File: src/rtl/wb_pkg.sv
// ============================================================================
// Module  : wb_pkg
// Brief   : Shared state encoding and default bus widths for wb_initiator.
// Revision: 1.0 - initial release
// ============================================================================
`default_nettype none

package wb_pkg;

  localparam int WB_DEF_DATA_WIDTH = 32;
  localparam int WB_DEF_ADDR_WIDTH = 32;
  localparam int WB_DEF_SEL_WIDTH  = 4;
  localparam int WB_DEF_TIMEOUT    = 255;

  typedef enum logic [1:0] {
    ST_IDLE = 2'd0,
    ST_BUS  = 2'd1,
    ST_RESP = 2'd2
  } wb_state_e;

endpackage

`default_nettype wire

File: src/rtl/wb_timeout_cnt.sv
// ============================================================================
// Module  : wb_timeout_cnt
// Brief   : Saturating bus-cycle counter; flags the cycle that reaches the limit.
// Revision: 1.0 - initial release
// ============================================================================
`default_nettype none

module wb_timeout_cnt #(
  parameter int TIMEOUT_CYCLES = 255
) (
  input  logic clk_i,
  input  logic rst_i,
  input  logic clr_i,
  input  logic en_i,
  output logic expired_o
);

  localparam int CW = $clog2(TIMEOUT_CYCLES + 1);
  localparam logic [CW-1:0] C_LIMIT = CW'(TIMEOUT_CYCLES);
  localparam logic [CW-1:0] C_LAST  = CW'(TIMEOUT_CYCLES - 1);

  logic [CW-1:0] cnt_q;
  logic [CW-1:0] cnt_d;

  always_comb begin
    cnt_d = cnt_q;
    if (clr_i) begin
      cnt_d = '0;
    end else if (en_i && (cnt_q != C_LIMIT)) begin
      cnt_d = cnt_q + 1'b1;
    end
  end

  always_ff @(posedge clk_i) begin
    if (rst_i) begin
      cnt_q <= '0;
    end else begin
      cnt_q <= cnt_d;
    end
  end

  // High in the bus cycle whose increment brings the count to the limit.
  assign expired_o = en_i && (cnt_q >= C_LAST);

endmodule

`default_nettype wire

File: src/rtl/wb_initiator.sv
// ============================================================================
// Module  : wb_initiator
// Brief   : Single-outstanding Wishbone classic initiator with ack timeout.
// Revision: 1.0 - initial release
// ============================================================================
`default_nettype none

module wb_initiator
  import wb_pkg::*;
#(
  parameter int WB_DATA_WIDTH  = WB_DEF_DATA_WIDTH,
  parameter int WB_ADDR_WIDTH  = WB_DEF_ADDR_WIDTH,
  parameter int WB_SEL_WIDTH   = WB_DEF_SEL_WIDTH,
  parameter int TIMEOUT_CYCLES = WB_DEF_TIMEOUT
) (
  input  logic                     clk_i,
  input  logic                     rst_i,
  input  logic                     req_valid_i,
  output logic                     req_ready_o,
  input  logic                     req_we_i,
  input  logic [WB_ADDR_WIDTH-1:0] req_addr_i,
  input  logic [WB_DATA_WIDTH-1:0] req_data_i,
  input  logic [WB_SEL_WIDTH-1:0]  req_sel_i,
  output logic                     rsp_valid_o,
  input  logic                     rsp_ready_i,
  output logic [WB_DATA_WIDTH-1:0] rsp_data_o,
  output logic                     rsp_err_o,
  output logic [WB_ADDR_WIDTH-1:0] wb_addr_o,
  output logic [WB_DATA_WIDTH-1:0] wb_data_o,
  output logic [WB_SEL_WIDTH-1:0]  wb_sel_o,
  output logic                     wb_we_o,
  output logic                     wb_cyc_o,
  output logic                     wb_stb_o,
  input  logic                     wb_ack_i,
  input  logic [WB_DATA_WIDTH-1:0] wb_data_i
);

  wb_state_e                state_q,     state_d;
  logic [WB_ADDR_WIDTH-1:0] addr_q,      addr_d;
  logic [WB_DATA_WIDTH-1:0] wdata_q,     wdata_d;
  logic [WB_SEL_WIDTH-1:0]  sel_q,       sel_d;
  logic                     we_q,        we_d;
  logic                     cyc_q,       cyc_d;
  logic [WB_DATA_WIDTH-1:0] rsp_data_q,  rsp_data_d;
  logic                     rsp_err_q,   rsp_err_d;
  logic                     rsp_valid_q, rsp_valid_d;
  logic                     ready_q,     ready_d;

  logic cnt_clr;
  logic cnt_en;
  logic expired;

  wb_timeout_cnt #(
    .TIMEOUT_CYCLES(TIMEOUT_CYCLES)
  ) u_timeout (
    .clk_i    (clk_i),
    .rst_i    (rst_i),
    .clr_i    (cnt_clr),
    .en_i     (cnt_en),
    .expired_o(expired)
  );

  always_comb begin
    state_d    = state_q;
    addr_d     = addr_q;
    wdata_d    = wdata_q;
    sel_d      = sel_q;
    we_d       = we_q;
    cyc_d      = cyc_q;
    rsp_data_d = rsp_data_q;
    rsp_err_d  = rsp_err_q;
    cnt_clr    = 1'b0;
    cnt_en     = 1'b0;

    case (state_q)
      ST_IDLE: begin
        if (req_valid_i) begin
          addr_d  = req_addr_i;
          wdata_d = req_data_i;
          sel_d   = req_sel_i;
          we_d    = req_we_i;
          cyc_d   = 1'b1;
          cnt_clr = 1'b1;
          state_d = ST_BUS;
        end
      end
      ST_BUS: begin
        cnt_en = 1'b1;
        // Ack takes priority over a coincident timeout.
        if (wb_ack_i) begin
          cyc_d      = 1'b0;
          rsp_data_d = we_q ? '0 : wb_data_i;
          rsp_err_d  = 1'b0;
          state_d    = ST_RESP;
        end else if (expired) begin
          cyc_d      = 1'b0;
          rsp_data_d = '0;
          rsp_err_d  = 1'b1;
          state_d    = ST_RESP;
        end
      end
      ST_RESP: begin
        if (rsp_ready_i) begin
          state_d = ST_IDLE;
        end
      end
      default: begin
        state_d = ST_IDLE;
        cyc_d   = 1'b0;
      end
    endcase

    ready_d     = (state_d == ST_IDLE);
    rsp_valid_d = (state_d == ST_RESP);
  end

  always_ff @(posedge clk_i) begin
    if (rst_i) begin
      state_q     <= ST_IDLE;
      addr_q      <= '0;
      wdata_q     <= '0;
      sel_q       <= '0;
      we_q        <= 1'b0;
      cyc_q       <= 1'b0;
      rsp_data_q  <= '0;
      rsp_err_q   <= 1'b0;
      rsp_valid_q <= 1'b0;
      ready_q     <= 1'b1;
    end else begin
      state_q     <= state_d;
      addr_q      <= addr_d;
      wdata_q     <= wdata_d;
      sel_q       <= sel_d;
      we_q        <= we_d;
      cyc_q       <= cyc_d;
      rsp_data_q  <= rsp_data_d;
      rsp_err_q   <= rsp_err_d;
      rsp_valid_q <= rsp_valid_d;
      ready_q     <= ready_d;
    end
  end

  assign req_ready_o = ready_q;
  assign rsp_valid_o = rsp_valid_q;
  assign rsp_data_o  = rsp_data_q;
  assign rsp_err_o   = rsp_err_q;
  assign wb_addr_o   = addr_q;
  assign wb_data_o   = wdata_q;
  assign wb_sel_o    = sel_q;
  assign wb_we_o     = we_q;
  assign wb_cyc_o    = cyc_q;
  assign wb_stb_o    = cyc_q;

endmodule

`default_nettype wire

File: config.mk
export PLATFORM = sky130hd
export DESIGN_NAME = wb_initiator
export DESIGN_NICKNAME = d
export VERILOG_FILES = /design/src/rtl/wb_pkg.sv /design/src/rtl/wb_timeout_cnt.sv /design/src/rtl/wb_initiator.sv
export SDC_FILE = /design/constraint.sdc
export NUM_CORES = 1
export LEC_CHECK = 0
export ABC_AREA = 1
export CELL_PAD_IN_SITES_DETAIL_PLACEMENT = 1
export CELL_PAD_IN_SITES_GLOBAL_PLACEMENT = 1
export CORE_ASPECT_RATIO = 1.2
export CORE_MARGIN = 2
export CORE_UTILIZATION = 30
export DETAILED_ROUTE_END_ITERATION = 16
export GPL_TIMING_DRIVEN = 0
export PLACE_DENSITY_LB_ADDON = 0.08
export SETUP_SLACK_MARGIN = 0.3
export SLEW_MARGIN = 10
export SYNTH_ARGS = -nofsm -noshare
export SYNTH_HDL_FRONTEND = slang
export SYNTH_HIERARCHICAL = 1
export SYNTH_SLANG_ARGS = --single-unit
File: constraint.sdc
create_clock -name clk_i -period 2.9 [get_ports clk_i]
set_input_delay 0.435 -clock clk_i [delete_from_list [all_inputs] [get_ports clk_i]]
set_output_delay 0.435 -clock clk_i [all_outputs]
set_load 0.005 [all_outputs]
Figure 1. Register map, names as in the netlist.
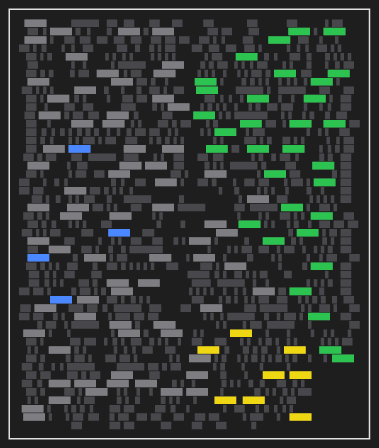
Yellow is u_timeout/cnt_q, flops 8. Green is rsp_data_o, flops 32. Blue is wb_sel_o, flops 4, where west.
Another 71 sequential cells are not coloured.
flop share of the area: 30.7%
Reg area: 0.00230 mm^2
post-layout util: 50.4%
Sequential Power: 1.77 mW

Figure 2. Track usage over the die.
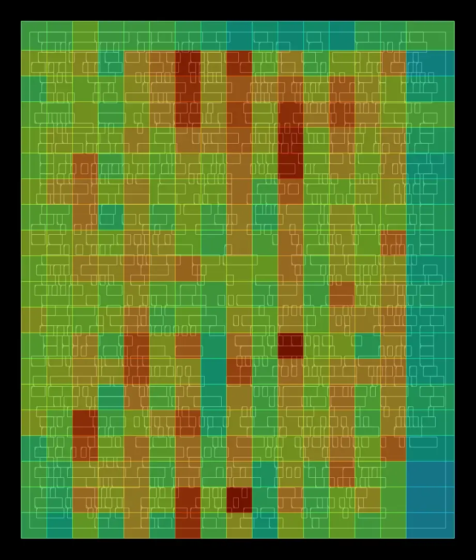
met2 Usage GRT: 35.6%
routing usage on met3: 9.00%
global-route met1 utilization: 19.5%
average wire per standard cell: 14.7 um

Figure 3. M1 wires.
Supply wires on this layer in grey. Cells faint in the background.
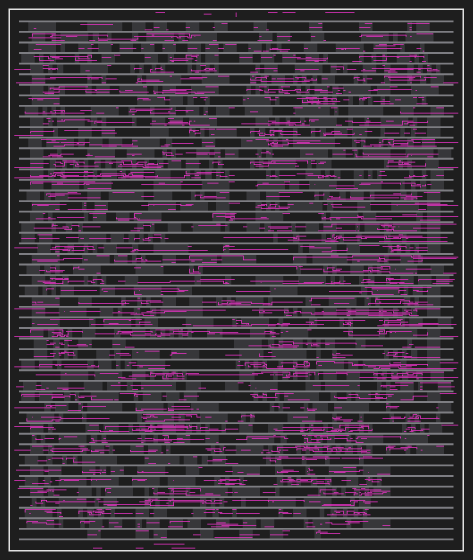
The longest straight run is 32.0 um. The layer holds 38% of the routed length.

==> results.txt <==
Implementation results.

After Yosys synthesis, full adders, half adders and majority gates account for 0.550% of the synthesized area. Among the non-sequential cells, simple AND/OR/NAND/NOR gates take the most area. The average instance area after synthesis is 7.42 um^2. Once the floorplan was initialized, standard cells occupied 30.5% of the core. The initial antenna violation count was 0. By instance count after routing, the leading logic cell types are sky130_fd_sc_hd__clkdlybuf4s50_1 (211), sky130_fd_sc_hd__nor2_1 (194), sky130_fd_sc_hd__dfxtp_1 (115), sky130_fd_sc_hd__nand2_1 (88), sky130_fd_sc_hd__o21ai_0 (55). Looking at hold timing, the worst path starts from rsp_err_o. As reported, the later end of the worst-skew pair has a clock insertion delay of 0.41 ns. The top cell type by area accounts for 50.6% of the synthesized area. In this run the power density over the cells is 617 mW/mm^2.

For this run, the post-layout net count is 951. For flop-to-flop paths, the worst setup slack is 0.95 ns. The combinational share of power is 17.0%. The power report lists cell-internal power as 3.50 mW. Hold analysis lists the worst path endpoint as rsp_err_o. The clock power share is 44.7%. The post-place instance area is 0.00692 mm^2.

The sequential share of power is 38.2%. TritonRoute reported its final design rule violation total as 0. Yosys mapped the design onto 25 distinct sky130hd cell types. Per the CTS log, the root buffer master is sky130_fd_sc_hd__clkbuf_16. The cell sequence reported for the critical path is inv_2 > nor2_4 > o21ai_0 > nor3_1 > inv_1 > nand2_1 > nand2_4 > buf_4 > a21oi_1 > nor2_1. The terminus of the critical flop-to-flop path is rsp_data_o[1]. According to the timing report, the arrival time at the worst endpoint equals 2.26 ns.

Setup repair after global routing left no endpoint under its margin. Synthesis produced 613 cells. In this run the number of H-tree levels came out at 4.

The proportion of synthesized area in mux cells is 0%. The tightest min-delay check is of the register to register type. The most common cell after layout, fill and taps aside is sky130_fd_sc_hd__clkdlybuf4s50_1.

The CTS sink count is 115. The run finished with clean final reports. The setup TNS is 0 ns. STA puts the critical path data required time at 3.20 ns.
Figure 4. The metal 2 layer.
Cells faint in the background.
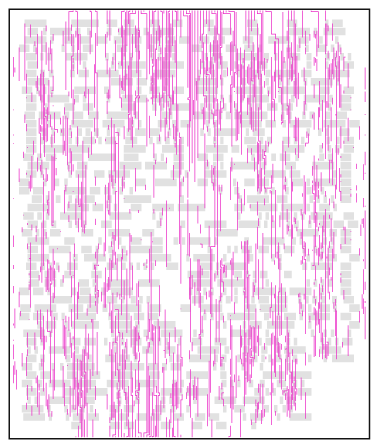
The layer holds 52% of the routed length. The wires run mostly vertical. The longest straight run is 57.1 um. The layer carries 8,020 um of wire. 813 nets have wire on it.
WL final: 15,600 um
routed via count: 4,710

Figure 5. Wires at chosen ports, followed through buffers.
The bar under the picture is 20 um long.
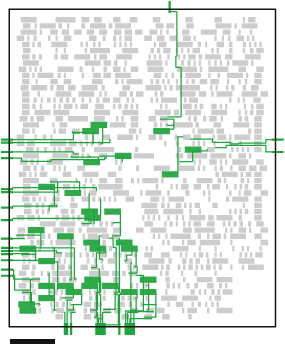
Green is wb_addr_o, bits 32, direction output, edge 15 west, 14 south, 2 east, 1 north, end cells 32, wire 1,290 um.
number of buffers added on ports: 211
count of boundary I/O pins: 212

power groups by stage:
stage | registers, mW | clock network (mW) | logic, mW
6_report | 1.77 | 2.07 | 0.790
5_1_grt | 1.79 | 2.21 | 0.879
4_1_cts | 1.77 | 2.12 | 0.805
3_5_place_dp | 1.81 | 0 | 0.794
3_3_place_gp | 1.80 | 0 | 0.773
2_1_floorplan | 1.81 | 0 | 0.306
cells in the mapped netlist (all sizes together):
| cell | count |
|---|---|
| nor2 | 201 |
| dfxtp | 115 |
| nand2 | 92 |
| o21ai | 73 |
| inv | 49 |
| a21oi | 37 |
| buf | 23 |
| clkbuf | 12 |
| nand3 | 4 |
| ha | 2 |
| nand4 | 2 |
| nor3 | 1 |
| xnor2 | 1 |
| xor2 | 1 |
stage by stage:
step	hold slack (ns)	cells	worst slack [ns]	utilization, %
after floorplan	0.465	613	1.31	-
after global placement	0.458	1028	0.875	46.4
after detailed placement	0.470	1028	0.824	46.4
after CTS	0.483	1060	0.898	50.4
after global routing	0.503	1060	0.777	50.4
final	0.476	1060	0.946	50.4
layout make-up:
type | count | area, um^2
inverter | 49 | 184
sequential | 115 | 2300
clock buffer | 22 | 484
tap | 204 | 255
timing repair buffer | 211 | 2110
multi-input combinational | 414 | 1800
fill | 1811 | 7390
buffer | 35 | 260
clock inverter | 10 | 105
kinds of logic (layout without fill, tap and decap cells):
kind of cell,after synthesis,count (layout)
simple gates,300,300
buf+inv,84,327
xor+xnor,2,2
fa+ha+maj,2,2
flops,115,115
compound gates,110,110
how the worst max path moves through the flow:
stage                                     to  slack [ns]  cells past startpoint
after CTS                     rsp_data_o[30]        0.90                     11
final                          rsp_data_o[1]        0.95                     10
after floorplan               rsp_data_o[10]        1.31                     10
after detailed placement  u_timeout/cnt_q[3]        0.82                      7
after global placement    u_timeout/cnt_q[3]        0.88                      7
after global routing           rsp_data_o[2]        0.78                     10
flip-flops by register name, summed over array words and instances, names as in the netlist, 2 cells and up:
register / cells
u_timeout/cnt_q: 8
wb_sel_o: 4
wb_data_o: 32
rsp_data_o: 32
wb_addr_o: 32
state_q: 2
layer usage:
metal	wire [um]	share of wire [%]	vias up	track usage [%]
met4	306	2.0	0	7.64
li1	-	-	2366	-
met1	5850	38	2175	19.5
met5	0	0	-	0
met2	8020	52	148	35.6
met3	1390	8.9	21	9.00
worst max-delay path, delay by kind of cell (launching register included):
family | cells | cell delay, ns
compound gates | 2 | 0.27
buf+inv | 3 | 0.38
flops | 1 | 0.35
simple gates | 5 | 0.86
No activity file was given, so power comes from the tool's default toggle rates.
